Figure 1. Clock routing (run 1).
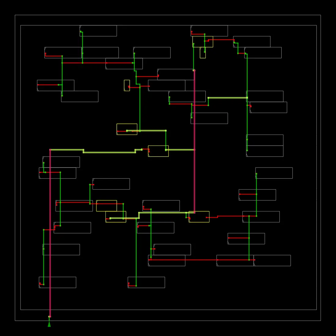
Figure 2. Zoomed window (run 1).
Region (47, 47) to (67, 67) um. Cells in gray, sequential cells in the stronger gray; small squares are vias.
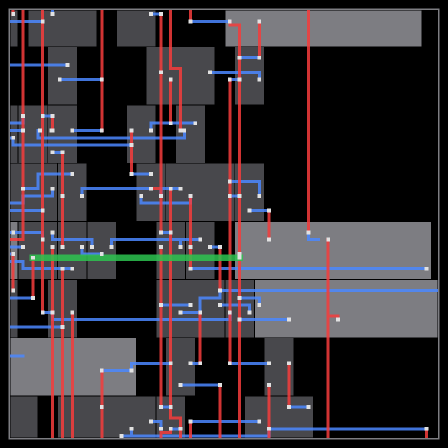
Figure 3. Signal wires on met2 (run 1).
Scale: 4 px per um.
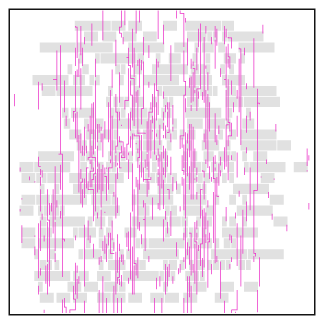
**config.mk**
```make
export PLATFORM = sky130hd
export DESIGN_NAME = rs_decode_sequencer
export DESIGN_NICKNAME = d
export VERILOG_FILES = /design/src/rtl/rs_decode_sequencer.sv
export SDC_FILE = /design/constraint.sdc
export NUM_CORES = 1
export LEC_CHECK = 0
export ABC_AREA = 1
export CAP_MARGIN = 0
export CORE_UTILIZATION = 40
export CTS_CLUSTER_SIZE = 16
export DETAILED_ROUTE_END_ITERATION = 8
export GPL_ROUTABILITY_DRIVEN = 0
export PLACE_DENSITY = 0.7
export REMOVE_ABC_BUFFERS = 1
export SETUP_SLACK_MARGIN = 0.05
export SYNTH_ARGS = -nofsm -noshare
export SYNTH_HDL_FRONTEND = slang
export SYNTH_SLANG_ARGS = --single-unit
```
**constraint.sdc**
```tcl
create_clock -name clk -period 4 [get_ports clk]
set_input_delay 0.8 -clock clk [delete_from_list [all_inputs] [get_ports clk]]
set_output_delay 0.8 -clock clk [all_outputs]
set_load 0.02 [all_outputs]
```
**src/rtl/rs_decode_sequencer.sv**
```systemverilog
// Control sequencer for a Reed-Solomon decoder: steps the syndrome, Berlekamp-Massey,
// Chien search and Forney stages, with a per-stage watchdog and abort.
module rs_decode_sequencer #(
  parameter int unsigned MAX_ERRORS = 16,
  parameter int unsigned TIMEOUT    = 1024,
  localparam int unsigned W = $clog2(2 * MAX_ERRORS),
  localparam int unsigned E = $clog2(MAX_ERRORS + 1)
) (
  input  logic         clk,
  input  logic         rst_n,
  input  logic         start,
  input  logic         abort,
  input  logic [W-1:0] cfg_nsym,
  output logic         syn_start,
  input  logic         syn_done,
  input  logic         syn_zero,
  output logic         bm_rst,
  output logic [W-1:0] bm_code_length,
  input  logic         bm_ready,
  input  logic [E-1:0] bm_degree,
  output logic         chien_start,
  input  logic         chien_done,
  input  logic [E-1:0] chien_roots,
  output logic         forney_start,
  input  logic         forney_done,
  output logic         busy,
  output logic         done,
  output logic [1:0]   status,
  output logic [E-1:0] err_count
);

  localparam int unsigned WdW  = (TIMEOUT > 2) ? $clog2(TIMEOUT) : 1;
  localparam int unsigned CmpW = ((W > E) ? W : E) + 1;
  // Last watchdog value on which an awaited done/ready is still accepted.
  localparam logic [WdW-1:0] WdLast = WdW'(TIMEOUT - 2);

  typedef enum logic [2:0] {
    StIdle, StSyn, StBmInit, StBmWait, StBmRun, StChien, StForney, StFinish
  } state_e;

  state_e         state_q, state_d;
  logic [W-1:0]   nsym_q, nsym_d;
  logic [E-1:0]   deg_q, deg_d;
  logic [E-1:0]   err_q, err_d;
  logic [1:0]     status_q, status_d;
  logic [WdW-1:0] wdog_q, wdog_d;
  logic           wd_expired, counting, deg_too_high;
  logic           syn_start_q, bm_rst_q, chien_start_q, forney_start_q, done_q, busy_q;

  assign wd_expired   = (wdog_q == WdLast);
  assign counting     = state_q inside {StSyn, StBmRun, StChien, StForney};
  assign deg_too_high = CmpW'(bm_degree) > CmpW'(nsym_q >> 1);

  always_comb begin
    state_d  = state_q;
    nsym_d   = nsym_q;
    deg_d    = deg_q;
    err_d    = err_q;
    status_d = status_q;
    wdog_d   = wdog_q;

    unique case (state_q)
      StIdle: begin
        if (start) begin
          nsym_d   = cfg_nsym;
          status_d = 2'b00;
          err_d    = '0;
          state_d  = (cfg_nsym == '0) ? StFinish : StSyn;
        end
      end
      StSyn: begin
        if (syn_done) begin
          state_d = syn_zero ? StFinish : StBmInit;
        end else if (wd_expired) begin
          state_d  = StFinish;
          status_d = 2'b11;
        end
      end
      StBmInit: state_d = StBmWait;
      StBmWait: state_d = StBmRun;
      StBmRun: begin
        if (bm_ready) begin
          deg_d = bm_degree;
          if (deg_too_high) begin
            state_d  = StFinish;
            status_d = 2'b10;
          end else begin
            state_d = StChien;
          end
        end else if (wd_expired) begin
          state_d  = StFinish;
          status_d = 2'b11;
        end
      end
      StChien: begin
        if (chien_done) begin
          if (chien_roots != deg_q) begin
            state_d  = StFinish;
            status_d = 2'b10;
            err_d    = chien_roots;
          end else begin
            state_d = StForney;
          end
        end else if (wd_expired) begin
          state_d  = StFinish;
          status_d = 2'b11;
        end
      end
      StForney: begin
        if (forney_done) begin
          state_d  = StFinish;
          status_d = 2'b01;
          err_d    = deg_q;
        end else if (wd_expired) begin
          state_d  = StFinish;
          status_d = 2'b11;
        end
      end
      StFinish: state_d = StIdle;
      default:  state_d = StIdle;
    endcase

    // Abort overrides any stage completion seen in the same cycle.
    if (abort && !(state_q inside {StIdle, StFinish})) begin
      state_d  = StFinish;
      status_d = 2'b11;
      err_d    = '0;
    end

    if (state_d != state_q) begin
      wdog_d = '0;
    end else if (counting) begin
      wdog_d = wdog_q + WdW'(1);
    end
  end

  always_ff @(posedge clk or negedge rst_n) begin
    if (!rst_n) begin
      state_q        <= StIdle;
      nsym_q         <= '0;
      deg_q          <= '0;
      err_q          <= '0;
      status_q       <= 2'b00;
      wdog_q         <= '0;
      syn_start_q    <= 1'b0;
      bm_rst_q       <= 1'b0;
      chien_start_q  <= 1'b0;
      forney_start_q <= 1'b0;
      done_q         <= 1'b0;
      busy_q         <= 1'b0;
    end else begin
      state_q        <= state_d;
      nsym_q         <= nsym_d;
      deg_q          <= deg_d;
      err_q          <= err_d;
      status_q       <= status_d;
      wdog_q         <= wdog_d;
      syn_start_q    <= (state_d == StSyn) && (state_q != StSyn);
      bm_rst_q       <= (state_d == StBmInit);
      chien_start_q  <= (state_d == StChien) && (state_q != StChien);
      forney_start_q <= (state_d == StForney) && (state_q != StForney);
      done_q         <= (state_d == StFinish);
      busy_q         <= !(state_d inside {StIdle, StFinish});
    end
  end

  assign syn_start      = syn_start_q;
  assign bm_rst         = bm_rst_q;
  assign chien_start    = chien_start_q;
  assign forney_start   = forney_start_q;
  assign done           = done_q;
  assign busy           = busy_q;
  assign status         = status_q;
  assign err_count      = err_q;
  assign bm_code_length = nsym_q;

endmodule

```
==> reports/results.tsv, run 1 <==
stage	metric	value	unit
clocking	cts_buffer_depth	2	
worst_hold_path	hold_path.class	flop to flop	
synth	top_cell_area_share	41.1	%
setup_path	setup.worst_path.end_class	flop	
synth	ys_chip_area	2190	um^2
setup_path	ff2ff_path_depth	9	
layout	final_net_count	381	
power	peakVddDrop	296	uV
layout	mostFrequentLayoutCells	nand2_1, nor2_1, clkdlybuf4s50_1	
synth	ys_seq_elements	36	
routing	topRoutingLayerUsed	met4	
die	core_area	5200	um^2
clocking	cts_setup_buffers	0	
sta	fmax	0.423	GHz
clocking	cts_tree	done	
layout	stdcell_area	2780	um^2
synth	edf_count	0	
grt	antenna_found_initial	0	
synth	ys_seq_share	41.1	%
synth	synth_area	2190	um^2
sta	finalHoldViolations	0	
worst_hold_path	holdPathStages	2	
synth	ys_warn_count	0	
outcome	outcome	finished, final reports clean	
clocking	post_cts_resized	0	
layout	final_util	53.3	%
clocking	clock-sinks	36	
synth	ys_cells	303	
worst_hold_path	min_to	err_count[3]	
clocking	cts-root-buf	clkbuf_8	
placement	dp_hpwl	3710	um
sta	setup_tns	0	ps
power	p_leak	1.36	nW
power	p_sw	873	uW
grt	grt_first_pass_wirelength	8430	um
clocking	clkLatencyLatePin	290	ps
synth	fa_ha_area_share	3.43	%
routing	drcViolationCount	0	
setup_path	cp_max_fo	10	
About Figure 1:
clock skew: 4.05 ps
clock buffer count from CTS: 5

About Figure 2:
M1 -> blue
M3 -> green
M2 -> red
sequential cells in the window = 4
netlist names of flops here include = `wdog_q` (4)
cells with their middle in the window = 31
most frequent = nor2_1 (9), nand2_1 (7)

About Figure 3:
wire length on this layer = 2,270 um
main direction = vertical
nets with wire on the layer = 304

-- run 1: cells by family (layout without fill, tap and decap cells) --
kind of cell               Yosys count  count (layout)
and+or+nand+nor                    175             175
buffers and inverters               43              92
DFF                                 36              36
AOI/OAI and AO/OA                   33              33
xor gates and xnor gates            10              10
adders and majority gates            6               6
-- run 1: area by class of cell --
class                      count  share of cell area (%)
sequential                    36                    32.5
multi-input combinational    224                    40.4
clock buffer                   8                    3.25
timing repair buffer          42                    15.1
inverter                      42                    5.73
tap                           70                    3.16
-- run 1: power by group through the flow --
stage	Sequential, mW	Combinational, mW	Clock (mW)
floorplan	0.668	0.649	0
global placement	0.584	1.07	0
detailed placement	0.586	1.08	0
CTS	0.580	1.09	0.276
global route	0.596	1.21	0.288
finish	0.580	1.08	0.266
Figure 4. I/O nets highlighted (run 1).
Scale: 4 px per um.
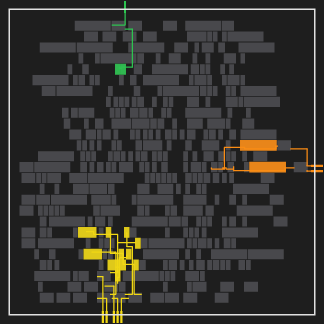

## Run 2: what changed since run 1
==> constraint.sdc (replaced) <==
create_clock -name clk -period 2.35 [get_ports clk]
set_input_delay 0.47 -clock clk [delete_from_list [all_inputs] [get_ports clk]]
set_output_delay 0.47 -clock clk [all_outputs]
set_load 0.02 [all_outputs]
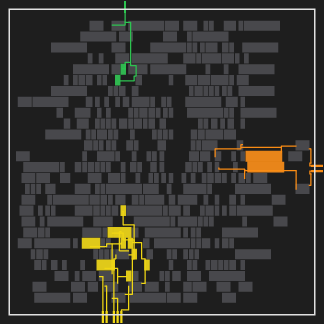
Figure 5: run 2, I/O nets highlighted.
Scale: 4 px per um.
`syn_done` -> green  # bits 1, direction input, edge top, end cells 2, buffers 1, wire 32.6 um
`bm_degree` -> yellow  # bits 5, direction input, edge bottom, end cells 10, buffers 5, wire 128 um
`status` -> orange  # bits 2, direction output, edge right, end cells 2, buffers 2, wire 63.1 um

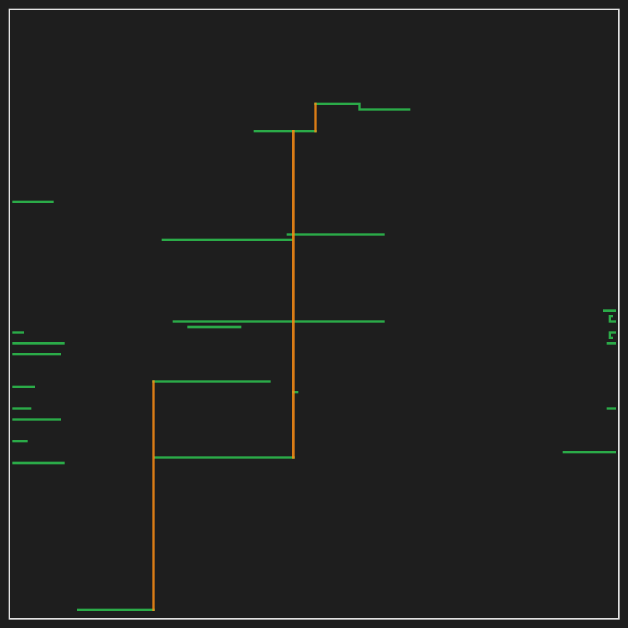
Figure 6: run 2, metal layers overlaid.
Scale: 8 px per um. Only two layers are drawn.
M4 -> orange  # wire length 72.8 um
M3 -> green  # wire length 171 um

==> run 2 against run 1 <==
  * Wire length rose by 1.6%
  * Worst setup slack got worse by 1300 ps
  * Sequential power is about 70% higher
  * Non-clock buffer count grew 3
  * Utilization rose by 0.55 points
  * Critical endpoint unchanged
==> reports/results.tsv, run 2 <==
stage	metric	value	unit
outcome	outcome	finished, final reports clean	
sta	finalHoldViolations	0	
grt	antenna_found_initial	0	
worst_hold_path	holdPathStages	2	
layout	buffers	45	
sta	setup_tns	0	ps
power	seq-power	985	uW
setup_path	ff2ff_path_depth	12	
setup_path	cp_max_fo	10	
synth	fa_ha_area_share	3.43	%
die	taps	70	
placement	dp_hpwl	3800	um
worst_hold_path	min_to	err_count[0]	
layout	ff_count	36	
layout	final-clk-cell-share	3.44	%
layout	mostFrequentLayoutCells	nand2_1, nor2_1, clkdlybuf4s50_1	
power	p_sw	1.49	mW
grt	grt_first_pass_wirelength	8380	um
layout	seq_share	32.1	%
clocking	cts_buffers	5	
clocking	post_cts_resized	0	
routing	drcViolationCount	0	
synth	ys_seq_share	41.1	%
sta	clock_skew	7.48	ps
power	pg_clk	477	uW
setup_path	setup.worst_path.end_class	flop	
power	powerComb	1.84	mW
worst_hold_path	hold_path.class	flop to flop	
synth	ys_seq_elements	36	
synth	synth_area	2190	um^2
power	peakVddDrop	725	uV
clocking	clock-sinks	36	
synth	ys_cells	303	
layout	largest_class	combinational gates	
layout	comb_share	39.9	%
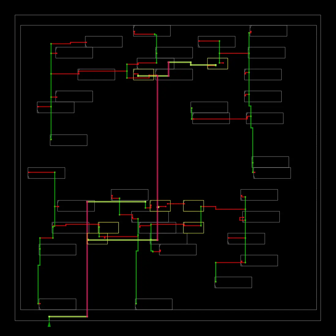
Figure 7: run 2, clock routing.
clk latency late pin: 290 ps
CLK BUF: 7

run 2: cell counts after synthesis:
No cell type changed its count.
run 2: metal layers:
metal	GRT usage (%)	routed length [um]
met5	0	0
met4	6.35	72
met3	3.23	170
met2	31.2	2310
met1	23.2	2280
run 2: worst max-delay path by stage:
| stage | startpoint | endpoint | slack (ps) | cells after the start |
|---|---|---|---|---|
| 2_1_floorplan | bm_code_length[4] | busy | 620 | 11 |
| 5_1_grt | state_q[0] | wdog_q[9] | 130 | 9 |
| 3_3_place_gp | bm_degree[3] | wdog_q[6] | 80 | 12 |
| 3_5_place_dp | bm_degree[3] | wdog_q[8] | 20 | 12 |
| 6_report | bm_degree[3] | wdog_q[8] | 320 | 12 |
| 4_1_cts | bm_degree[3] | wdog_q[8] | 320 | 12 |
No activity file was given, so power comes from the tool's default toggle rates.
